<file path="src/rtl/axi_lite_cfg_if.sv">
// AXI4-Lite bus bundle for the PS general-purpose master port feeding axi_lite_cfg.
// Data path is fixed at 32 bits; the slave modport is the register-bank side.
interface axi_lite_cfg_if;
    logic [31:0] awaddr;
    logic [2:0]  awprot;
    logic        awvalid;
    logic        awready;
    logic [31:0] wdata;
    logic [3:0]  wstrb;
    logic        wvalid;
    logic        wready;
    logic [1:0]  bresp;
    logic        bvalid;
    logic        bready;
    logic [31:0] araddr;
    logic [2:0]  arprot;
    logic        arvalid;
    logic        arready;
    logic [31:0] rdata;
    logic [1:0]  rresp;
    logic        rvalid;
    logic        rready;

    modport slave (
        input  awaddr, awprot, awvalid, output awready,
        input  wdata, wstrb, wvalid,    output wready,
        output bresp, bvalid,           input  bready,
        input  araddr, arprot, arvalid, output arready,
        output rdata, rresp, rvalid,    input  rready
    );

    modport master (
        output awaddr, awprot, awvalid, input  awready,
        output wdata, wstrb, wvalid,    input  wready,
        input  bresp, bvalid,           output bready,
        output araddr, arprot, arvalid, input  arready,
        input  rdata, rresp, rvalid,    output rready
    );
endinterface

</file>
<file path="src/rtl/axi_lite_cfg.sv">
// AXI4-Lite slave exposing CFG_NB RW config registers (with write pulses) and
// STS_NB read-only status words; illegal accesses answer SLVERR.
module axi_lite_cfg #(
    parameter int unsigned CFG_NB    = 8,
    parameter int unsigned STS_NB    = 4,
    parameter int unsigned IDX_WIDTH = 4,
    parameter logic [31:0] CFG_RST   = 32'h0
) (
    input  logic                  axi_clk,
    input  logic                  axi_rst_n,
    axi_lite_cfg_if.slave         s_axi,
    output logic [CFG_NB*32-1:0]  cfg_data,
    output logic [CFG_NB-1:0]     cfg_wr,
    input  logic [STS_NB*32-1:0]  sts_data
);

    typedef enum logic [2:0] {
        WR_IDLE,
        WR_AW,
        WR_W,
        WR_BOTH,
        WR_RESP
    } wr_state_t;

    wr_state_t             wr_st;
    logic [IDX_WIDTH-1:0]  aw_idx;
    logic [31:0]           aw_idx_u;
    logic [31:0]           wdata_l;
    logic [3:0]            wstrb_l;
    logic [31:0]           cfg_q [CFG_NB];
    logic                  aw_hs;
    logic                  w_hs;
    logic                  ar_hs;
    logic [31:0]           ar_idx_u;
    logic [31:0]           rd_data;
    logic                  rd_err;
    logic                  unused_bits;

    assign aw_hs    = s_axi.awvalid && s_axi.awready;
    assign w_hs     = s_axi.wvalid && s_axi.wready;
    assign ar_hs    = s_axi.arvalid && s_axi.arready;
    assign aw_idx_u = 32'(aw_idx);
    assign ar_idx_u = 32'(s_axi.araddr[IDX_WIDTH+1:2]);

    // Address bits outside the word index alias by design.
    assign unused_bits = ^{s_axi.awprot, s_axi.arprot,
                           s_axi.awaddr[31:IDX_WIDTH+2], s_axi.awaddr[1:0],
                           s_axi.araddr[31:IDX_WIDTH+2], s_axi.araddr[1:0]};

    always_comb begin
        cfg_data = '0;
        for (int unsigned i = 0; i < CFG_NB; i++) begin
            cfg_data[32*i +: 32] = cfg_q[i];
        end
    end

    // Write channel: readies are registered and reopen only after the B handshake.
    always_ff @(posedge axi_clk) begin
        if (!axi_rst_n) begin
            wr_st         <= WR_IDLE;
            s_axi.awready <= 1'b0;
            s_axi.wready  <= 1'b0;
            s_axi.bvalid  <= 1'b0;
            s_axi.bresp   <= 2'b00;
            cfg_wr        <= '0;
            aw_idx        <= '0;
            wdata_l       <= '0;
            wstrb_l       <= '0;
            for (int unsigned i = 0; i < CFG_NB; i++) begin
                cfg_q[i] <= CFG_RST;
            end
        end else begin
            cfg_wr <= '0;
            if (aw_hs) begin
                aw_idx <= s_axi.awaddr[IDX_WIDTH+1:2];
            end
            if (w_hs) begin
                wdata_l <= s_axi.wdata;
                wstrb_l <= s_axi.wstrb;
            end
            case (wr_st)
                WR_IDLE: begin
                    s_axi.awready <= !aw_hs;
                    s_axi.wready  <= !w_hs;
                    if (aw_hs && w_hs) begin
                        wr_st <= WR_BOTH;
                    end else if (aw_hs) begin
                        wr_st <= WR_AW;
                    end else if (w_hs) begin
                        wr_st <= WR_W;
                    end
                end
                WR_AW: begin
                    if (w_hs) begin
                        wr_st        <= WR_BOTH;
                        s_axi.wready <= 1'b0;
                    end
                end
                WR_W: begin
                    if (aw_hs) begin
                        wr_st         <= WR_BOTH;
                        s_axi.awready <= 1'b0;
                    end
                end
                WR_BOTH: begin
                    wr_st        <= WR_RESP;
                    s_axi.bvalid <= 1'b1;
                    s_axi.bresp  <= (aw_idx_u < CFG_NB) ? 2'b00 : 2'b10;
                    for (int unsigned i = 0; i < CFG_NB; i++) begin
                        if (aw_idx_u == i) begin
                            cfg_wr[i] <= 1'b1;
                            for (int unsigned k = 0; k < 4; k++) begin
                                if (wstrb_l[k]) begin
                                    cfg_q[i][8*k +: 8] <= wdata_l[8*k +: 8];
                                end
                            end
                        end
                    end
                end
                WR_RESP: begin
                    if (s_axi.bready) begin
                        wr_st         <= WR_IDLE;
                        s_axi.bvalid  <= 1'b0;
                        s_axi.awready <= 1'b1;
                        s_axi.wready  <= 1'b1;
                    end
                end
                default: wr_st <= WR_IDLE;
            endcase
        end
    end

    // cfg_q is read before this edge's commit, so a colliding read sees the old value.
    always_comb begin
        rd_data = '0;
        rd_err  = 1'b1;
        for (int unsigned i = 0; i < CFG_NB; i++) begin
            if (ar_idx_u == i) begin
                rd_data = cfg_q[i];
                rd_err  = 1'b0;
            end
        end
        for (int unsigned j = 0; j < STS_NB; j++) begin
            if (ar_idx_u == CFG_NB + j) begin
                rd_data = sts_data[32*j +: 32];
                rd_err  = 1'b0;
            end
        end
    end

    always_ff @(posedge axi_clk) begin
        if (!axi_rst_n) begin
            s_axi.arready <= 1'b0;
            s_axi.rvalid  <= 1'b0;
            s_axi.rdata   <= '0;
            s_axi.rresp   <= 2'b00;
        end else if (ar_hs) begin
            s_axi.arready <= 1'b0;
            s_axi.rvalid  <= 1'b1;
            s_axi.rdata   <= rd_data;
            s_axi.rresp   <= rd_err ? 2'b10 : 2'b00;
        end else begin
            if (s_axi.rvalid && s_axi.rready) begin
                s_axi.rvalid <= 1'b0;
            end
            s_axi.arready <= !s_axi.rvalid || s_axi.rready;
        end
    end

endmodule
</file>
<file path="src/flat_wrapper.sv">
// flat-port wrapper written by rule: the top's interface ports become plain ports
module axi_lite_cfg_flat 
#(
    parameter int unsigned CFG_NB    = 8,
    parameter int unsigned STS_NB    = 4,
    parameter int unsigned IDX_WIDTH = 4,
    parameter logic [31:0] CFG_RST   = 32'h0
)
  (axi_clk, axi_rst_n, cfg_data, cfg_wr, sts_data, s_axi_awaddr, s_axi_awprot, s_axi_awvalid, s_axi_awready, s_axi_wdata, s_axi_wstrb, s_axi_wvalid, s_axi_wready, s_axi_bresp, s_axi_bvalid, s_axi_bready, s_axi_araddr, s_axi_arprot, s_axi_arvalid, s_axi_arready, s_axi_rdata, s_axi_rresp, s_axi_rvalid, s_axi_rready);
  axi_lite_cfg_if s_axi_i ();
  input  logic axi_clk;
  input  logic axi_rst_n;
  output logic [CFG_NB*32-1:0] cfg_data;
  output logic [CFG_NB-1:0] cfg_wr;
  input  logic [STS_NB*32-1:0] sts_data;
  input wire logic [$bits(s_axi_i.awaddr)-1:0] s_axi_awaddr;
  input wire logic [$bits(s_axi_i.awprot)-1:0] s_axi_awprot;
  input wire logic [$bits(s_axi_i.awvalid)-1:0] s_axi_awvalid;
  output wire logic [$bits(s_axi_i.awready)-1:0] s_axi_awready;
  input wire logic [$bits(s_axi_i.wdata)-1:0] s_axi_wdata;
  input wire logic [$bits(s_axi_i.wstrb)-1:0] s_axi_wstrb;
  input wire logic [$bits(s_axi_i.wvalid)-1:0] s_axi_wvalid;
  output wire logic [$bits(s_axi_i.wready)-1:0] s_axi_wready;
  output wire logic [$bits(s_axi_i.bresp)-1:0] s_axi_bresp;
  output wire logic [$bits(s_axi_i.bvalid)-1:0] s_axi_bvalid;
  input wire logic [$bits(s_axi_i.bready)-1:0] s_axi_bready;
  input wire logic [$bits(s_axi_i.araddr)-1:0] s_axi_araddr;
  input wire logic [$bits(s_axi_i.arprot)-1:0] s_axi_arprot;
  input wire logic [$bits(s_axi_i.arvalid)-1:0] s_axi_arvalid;
  output wire logic [$bits(s_axi_i.arready)-1:0] s_axi_arready;
  output wire logic [$bits(s_axi_i.rdata)-1:0] s_axi_rdata;
  output wire logic [$bits(s_axi_i.rresp)-1:0] s_axi_rresp;
  output wire logic [$bits(s_axi_i.rvalid)-1:0] s_axi_rvalid;
  input wire logic [$bits(s_axi_i.rready)-1:0] s_axi_rready;
  assign s_axi_i.awaddr = s_axi_awaddr;
  assign s_axi_i.awprot = s_axi_awprot;
  assign s_axi_i.awvalid = s_axi_awvalid;
  assign s_axi_awready = s_axi_i.awready;
  assign s_axi_i.wdata = s_axi_wdata;
  assign s_axi_i.wstrb = s_axi_wstrb;
  assign s_axi_i.wvalid = s_axi_wvalid;
  assign s_axi_wready = s_axi_i.wready;
  assign s_axi_bresp = s_axi_i.bresp;
  assign s_axi_bvalid = s_axi_i.bvalid;
  assign s_axi_i.bready = s_axi_bready;
  assign s_axi_i.araddr = s_axi_araddr;
  assign s_axi_i.arprot = s_axi_arprot;
  assign s_axi_i.arvalid = s_axi_arvalid;
  assign s_axi_arready = s_axi_i.arready;
  assign s_axi_rdata = s_axi_i.rdata;
  assign s_axi_rresp = s_axi_i.rresp;
  assign s_axi_rvalid = s_axi_i.rvalid;
  assign s_axi_i.rready = s_axi_rready;
  axi_lite_cfg #(.CFG_NB(CFG_NB), .STS_NB(STS_NB), .IDX_WIDTH(IDX_WIDTH), .CFG_RST(CFG_RST)) u_core (.axi_clk(axi_clk), .axi_rst_n(axi_rst_n), .s_axi(s_axi_i), .cfg_data(cfg_data), .cfg_wr(cfg_wr), .sts_data(sts_data));
endmodule
</file>
<file path="config.mk">
export PLATFORM = sky130hd
export DESIGN_NAME = axi_lite_cfg_flat
export DESIGN_NICKNAME = d
export VERILOG_FILES = /design/src/rtl/axi_lite_cfg_if.sv /design/src/rtl/axi_lite_cfg.sv /design/src/flat_wrapper.sv
export SDC_FILE = /design/constraint.sdc
export NUM_CORES = 1
export LEC_CHECK = 0
export CAP_MARGIN = 20
export CORE_AREA = 2 2 213 215
export DETAILED_ROUTE_END_ITERATION = 10
export DIE_AREA = 0 0 215 217
export PLACE_DENSITY = 0.67
export SYNTH_ARGS = -nofsm -noshare
export SYNTH_HDL_FRONTEND = slang
export SYNTH_SLANG_ARGS = --single-unit
</file>
<file path="constraint.sdc">
create_clock -name axi_clk -period 6.1 [get_ports axi_clk]
set_clock_uncertainty 0.2 [all_clocks]
set_input_delay 1.22 -clock axi_clk [delete_from_list [all_inputs] [get_ports axi_clk]]
set_output_delay 1.22 -clock axi_clk [all_outputs]
set_load 0.05 [all_outputs]
</file>
==> results.py, run 1 <==
# Synthesis and PnR figures
metrics = {
    "floorplanning": {
        "chipArea_um2": 46700,
    },
    "finish": {
        "layout.area.top_class": "sequential cells",
        "ffs_latches": 346,
        "sequential_cell_area_um2": 9490,
        "filler_cell_count": 4153,
        "final.signal_inverter_count": 36,
        "insertedDiodeCount": 5,
        "layout_top_registers": "u_core.cfg_q: 256 flops, u_core.s_axi.rdata: 32 flops, u_core.wdata_l: 32 flops",
        "sh_seq_area_pct": 41.7,
        "area_growth_syn_to_layout_pct": 39.7,
        "final_area_um2": 22700,
    },
    "synth": {
        "asyncSetResetFlopFracSynth_pct": 0,
        "synth.yosys.warnings": 0,
        "yosysTopAreaCell": "sky130_fd_sc_hd__edfxtp_1",
        "top_cell": "sky130_fd_sc_hd__edfxtp_1",
        "edf_count": 256,
    },
    "clocking": {
        "cts_tree": "built",
        "clock_tree.htree_level_count": 2,
        "cts_sinks": 346,
        "ctsHoldBuffers": 0,
    },
    "power": {
        "total_leakage_power_nw": 7.97,
        "fin_total_pwr_mw": 6.06,
    },
    "sta": {
        "finalWorstPathRequiredPeriod_ns": 3.81,
        "timing.final.setup_violations": 0,
        "grt_setup_unrepaired": "false",
        "max_clock_freq_mhz": 262,
        "worst-slew-pin-transition_ns": 1.11,
        "final-hold-violation-count": 0,
    },
    "global_route": {
        "grt_pass1_vias": 14000,
        "busiest_layer": "met2",
        "grtUsageTotal_pct": 28.4,
        "gr-usage-met2_pct": 44.5,
    },
    "critical_path": {
        "r2r_cells": 4,
        "critPathMaxStageDelay_ns": 0.69,
        "cell_by_cell_listing_of_the_critical_path": "clkdlybuf4s50_1 > buf_4 > nor2b_2 > nand2b_1 > o221ai_1 > a21oi_1 > a22o_1",
        "critical_path_arrival_ns": 4.04,
    },
    "run_status": {
        "run_status": "finished clean",
    },
    "detailed_routing": {
        "ratio_of_routed_vias_to_standard_cells": 5.58,
    },
    "placement": {
        "dp.final_hpwl_um": 52100,
    },
}
## run 1: worst paths after layout
| check | endpoint | slack [ns] |
|---|---|---|
| worst min-delay path | u_core.wdata_l[2] | 0.26 |
| worst max register to register | u_core.s_axi.rdata[28] | 3.27 |
| worst min register to register | u_core.wdata_l[2] | 0.26 |
| worst max-delay path | u_core.s_axi.rdata[13] | 2.29 |
## run 1: cells by family after synthesis
| logic type | synth area share (%) |
|---|---|
| buffers and inverters | 4.34 |
| AND-OR/OR-AND | 14.6 |
| AND/OR/NAND/NOR | 16.2 |
| other | 0.0230 |
| multiplexers | 6.57 |
| flip-flops | 58.3 |
## run 1: where the power goes
part	internal (mW)	leakage, nW	switching (mW)
sequential	2.63	3.37	0.0812
combinational	0.373	4.01	0.694
clock	1.32	0.592	0.969
total	4.32	7.97	1.75
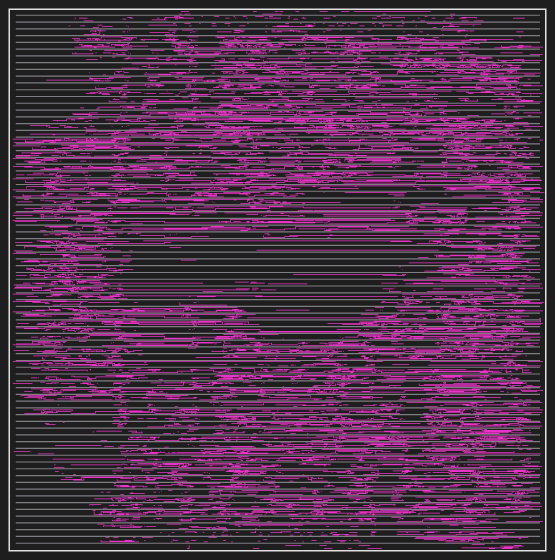
Run 1: metal 1
Supply wires on this layer in gray.
share of all routed wire: 42%
nets with wire on the layer: 1992
longest straight run: 107 um
main direction: horizontal
wire length on this layer: 28.5 mm
total vias in the final route: 14600
final WL: 68500 um
Global Route met1 Usage: 38.2%

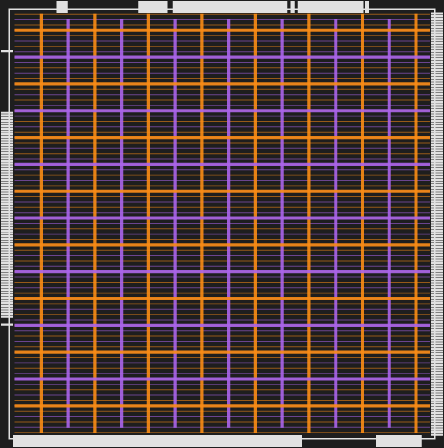
Run 1: PDN straps and rails
Pins as bars on the die edge.
legend:
  VDD:
    color: purple
  VSS:
    color: orange
met1 rails: 79
met5 straps: 15
signal pins: 546
Die Width: 215 um
core outline area: 44700 um2
Die Ht: 217 um

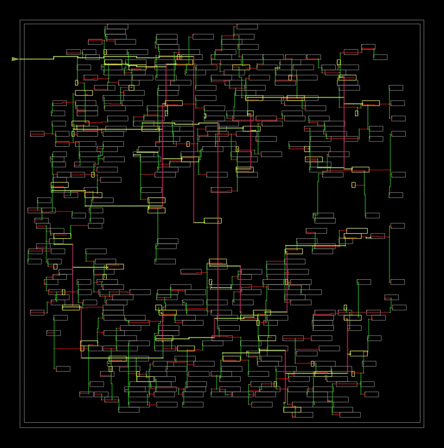
Run 1: clock routing
Inserted Clock Buffers: 40
Clock Buffer Count: 60

--- run 2 (diff from run 1) ---
- CORE_AREA: 2 2 213 215 -> 2 2 215 217
- DIE_AREA: 0 0 215 217 -> 0 0 217 219
- PLACE_DENSITY: 0.67 -> 0.66
- clock period: 6.1 -> 3.8 ns (I/O delays scaled with it)
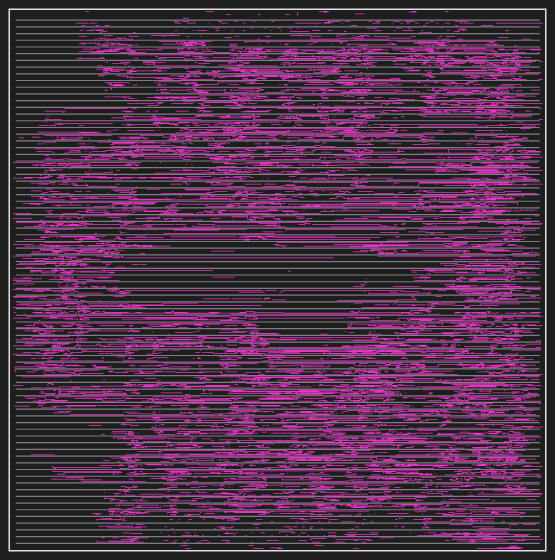
Run 2: metal 1
Supply wires on this layer in gray.
nets with wire on the layer: 1990
main direction: horizontal
share of all routed wire: 41%
wire length on this layer: 28.0 mm

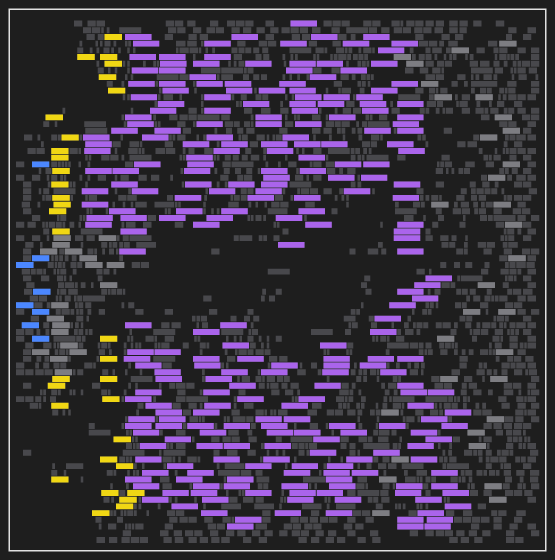
Run 2: where the registers sit
Other sequential cells in the stronger gray, the rest of the logic in the fainter gray.
legend:
  u_core.cfg_q:
    color: purple
    sequential_cells: 256
  u_core.cfg_wr:
    color: blue
    sequential_cells: 8
    where: west
  u_core.wdata_l:
    color: yellow
    sequential_cells: 32
    where: a column on the left
Flop+latch power: 4.35 mW
sequential cell area in the final layout: 9490 um2

==> run 2 against run 1 <==
  * Area after synthesis did not move
  * Critical path depth fell by 6
  * Die area rose by 1.9%
  * Core utilization rose by 0.19 points
  * Combinational power rose by 61%
  * Largest cell class unchanged
  * Clock power rose by 67%
  * Sequential share of layout area fell by 0.52 points
  * Wire length fell by 0.57%
  * Worst setup slack got worse by 1.4 ns
==> results.py, run 2 <==
# Synthesis and PnR figures
metrics = {
    "placement": {
        "dp.final_hpwl_um": 52900,
        "numPortBuffers": 481,
        "gpl.final_weighted_congestion": 0.927,
        "detailedPlace.worstSlack_ns": 0.552,
    },
    "synth": {
        "yosysCellCount": 1545,
        "ys_sh_adder_pct": 0,
        "asyncSetResetFlopFracSynth_pct": 0,
        "synth.yosys.warnings": 0,
        "top_cell": "sky130_fd_sc_hd__edfxtp_1",
        "edf_count": 256,
        "synthXorXnorAreaFrac_pct": 0,
        "netlist_logic_family_top": "simple AND/OR/NAND/NOR gates",
        "mappedNetlistArea_um2": 16300,
        "synth.cellmix.simpleShare_pct": 16.2,
        "yosysTopAreaCell": "sky130_fd_sc_hd__edfxtp_1",
        "post_synth_mux_area_share_pct": 6.57,
        "ao_oa_area_share_pct": 14.6,
    },
    "clocking": {
        "cts_tree": "built",
        "numCtsBuffers": 40,
        "clock_tree.htree_level_count": 2,
        "ctsHoldBuffers": 0,
        "cts_sinks": 346,
    },
    "critical_path": {
        "r2r-end": "u_core.cfg_q[0][165]",
        "timing.critical_path.from_type": "flop",
        "cell_by_cell_listing_of_the_critical_path": "clkdlybuf4s50_1",
        "worst-r2r-setup-slack_ns": 1.09,
        "critical_path_depth": 1,
        "crit_end": "s_axi_arready",
        "critPathMaxStageDelay_ns": 0.88,
        "r2r_cells": 4,
        "critical-path-slowest-cell": "sky130_fd_sc_hd__clkdlybuf4s50_1",
    },
    "floorplanning": {
        "chipArea_um2": 47500,
        "die.size.y_um": 219,
        "die_width_um": 217,
        "coreArea_um2": 45100,
    },
    "detailed_routing": {
        "total_vias_in_the_final_route": 14500,
        "route.detailed.wl_per_inst_um": 25.7,
        "drt-total-wl_um": 68200,
        "ratio_of_routed_vias_to_standard_cells": 5.47,
    },
    "sta": {
        "grt_setup_unrepaired": "false",
        "worst-slew-pin-transition_ns": 0.869,
        "finalWorstPathRequiredPeriod_ns": 2.93,
        "finalMaxSlewViolations": 0,
        "max_clock_freq_mhz": 341,
        "timing.final.setup_violations": 0,
    },
    "global_route": {
        "grt_pass1_vias": 13900,
        "grtUsageMet1_pct": 36.4,
        "gr-usage-met2_pct": 42.8,
        "busiest_layer": "met2",
        "global_route.overflow_total": 0,
        "grtUsageTotal_pct": 27.7,
    },
    "run_status": {
        "run_status": "finished clean",
    },
    "worst_hold_path": {
        "worstHoldEndpoint": "u_core.wdata_l[0]",
        "min-delay-path-class": "reg2reg",
    },
    "finish": {
        "filler_cell_count": 4079,
        "area_growth_syn_to_layout_pct": 41.4,
        "final_area_um2": 23000,
        "layout_top_registers": "u_core.cfg_q: 256 flops, u_core.s_axi.rdata: 32 flops, u_core.wdata_l: 32 flops",
    },
    "run": {
        "cap_viol_max_count": 0,
    },
    "power": {
        "total_leakage_power_nw": 8.13,
        "fin_total_pwr_mw": 9.89,
    },
}
run 2: netlist changes by cell type in the layout (fill, tap and decap cells not counted), sizes merged:
| cell | before | now |
|---|---|---|
| clkinvlp | 1 | 4 |
| buf | 30 | 62 |
| clkinv | 9 | 7 |
| inv | 37 | 35 |
| diode | 5 | 6 |
| bufinv | 1 | 2 |
run 2: where the power goes:
part           leakage [nW]  total [mW]  switching (mW)  internal, mW
registers              3.37        4.35           0.133          4.22
logic                  4.15        1.72            1.11         0.611
clock network         0.610        3.82            1.57          2.25
run 2: final cells by class:
type | instances | share of cell area (%)
diodes | 6 | 0.0652
clock inverters | 12 | 0.511
clock buffers | 60 | 5.04
inverters | 36 | 0.587
multi-input cells | 1050 | 26.5
repair buffers | 540 | 22.9
flip-flops and latches | 346 | 41.2
well taps | 600 | 3.26
Power figures rest on the tool's default switching activity, not on a simulated workload.
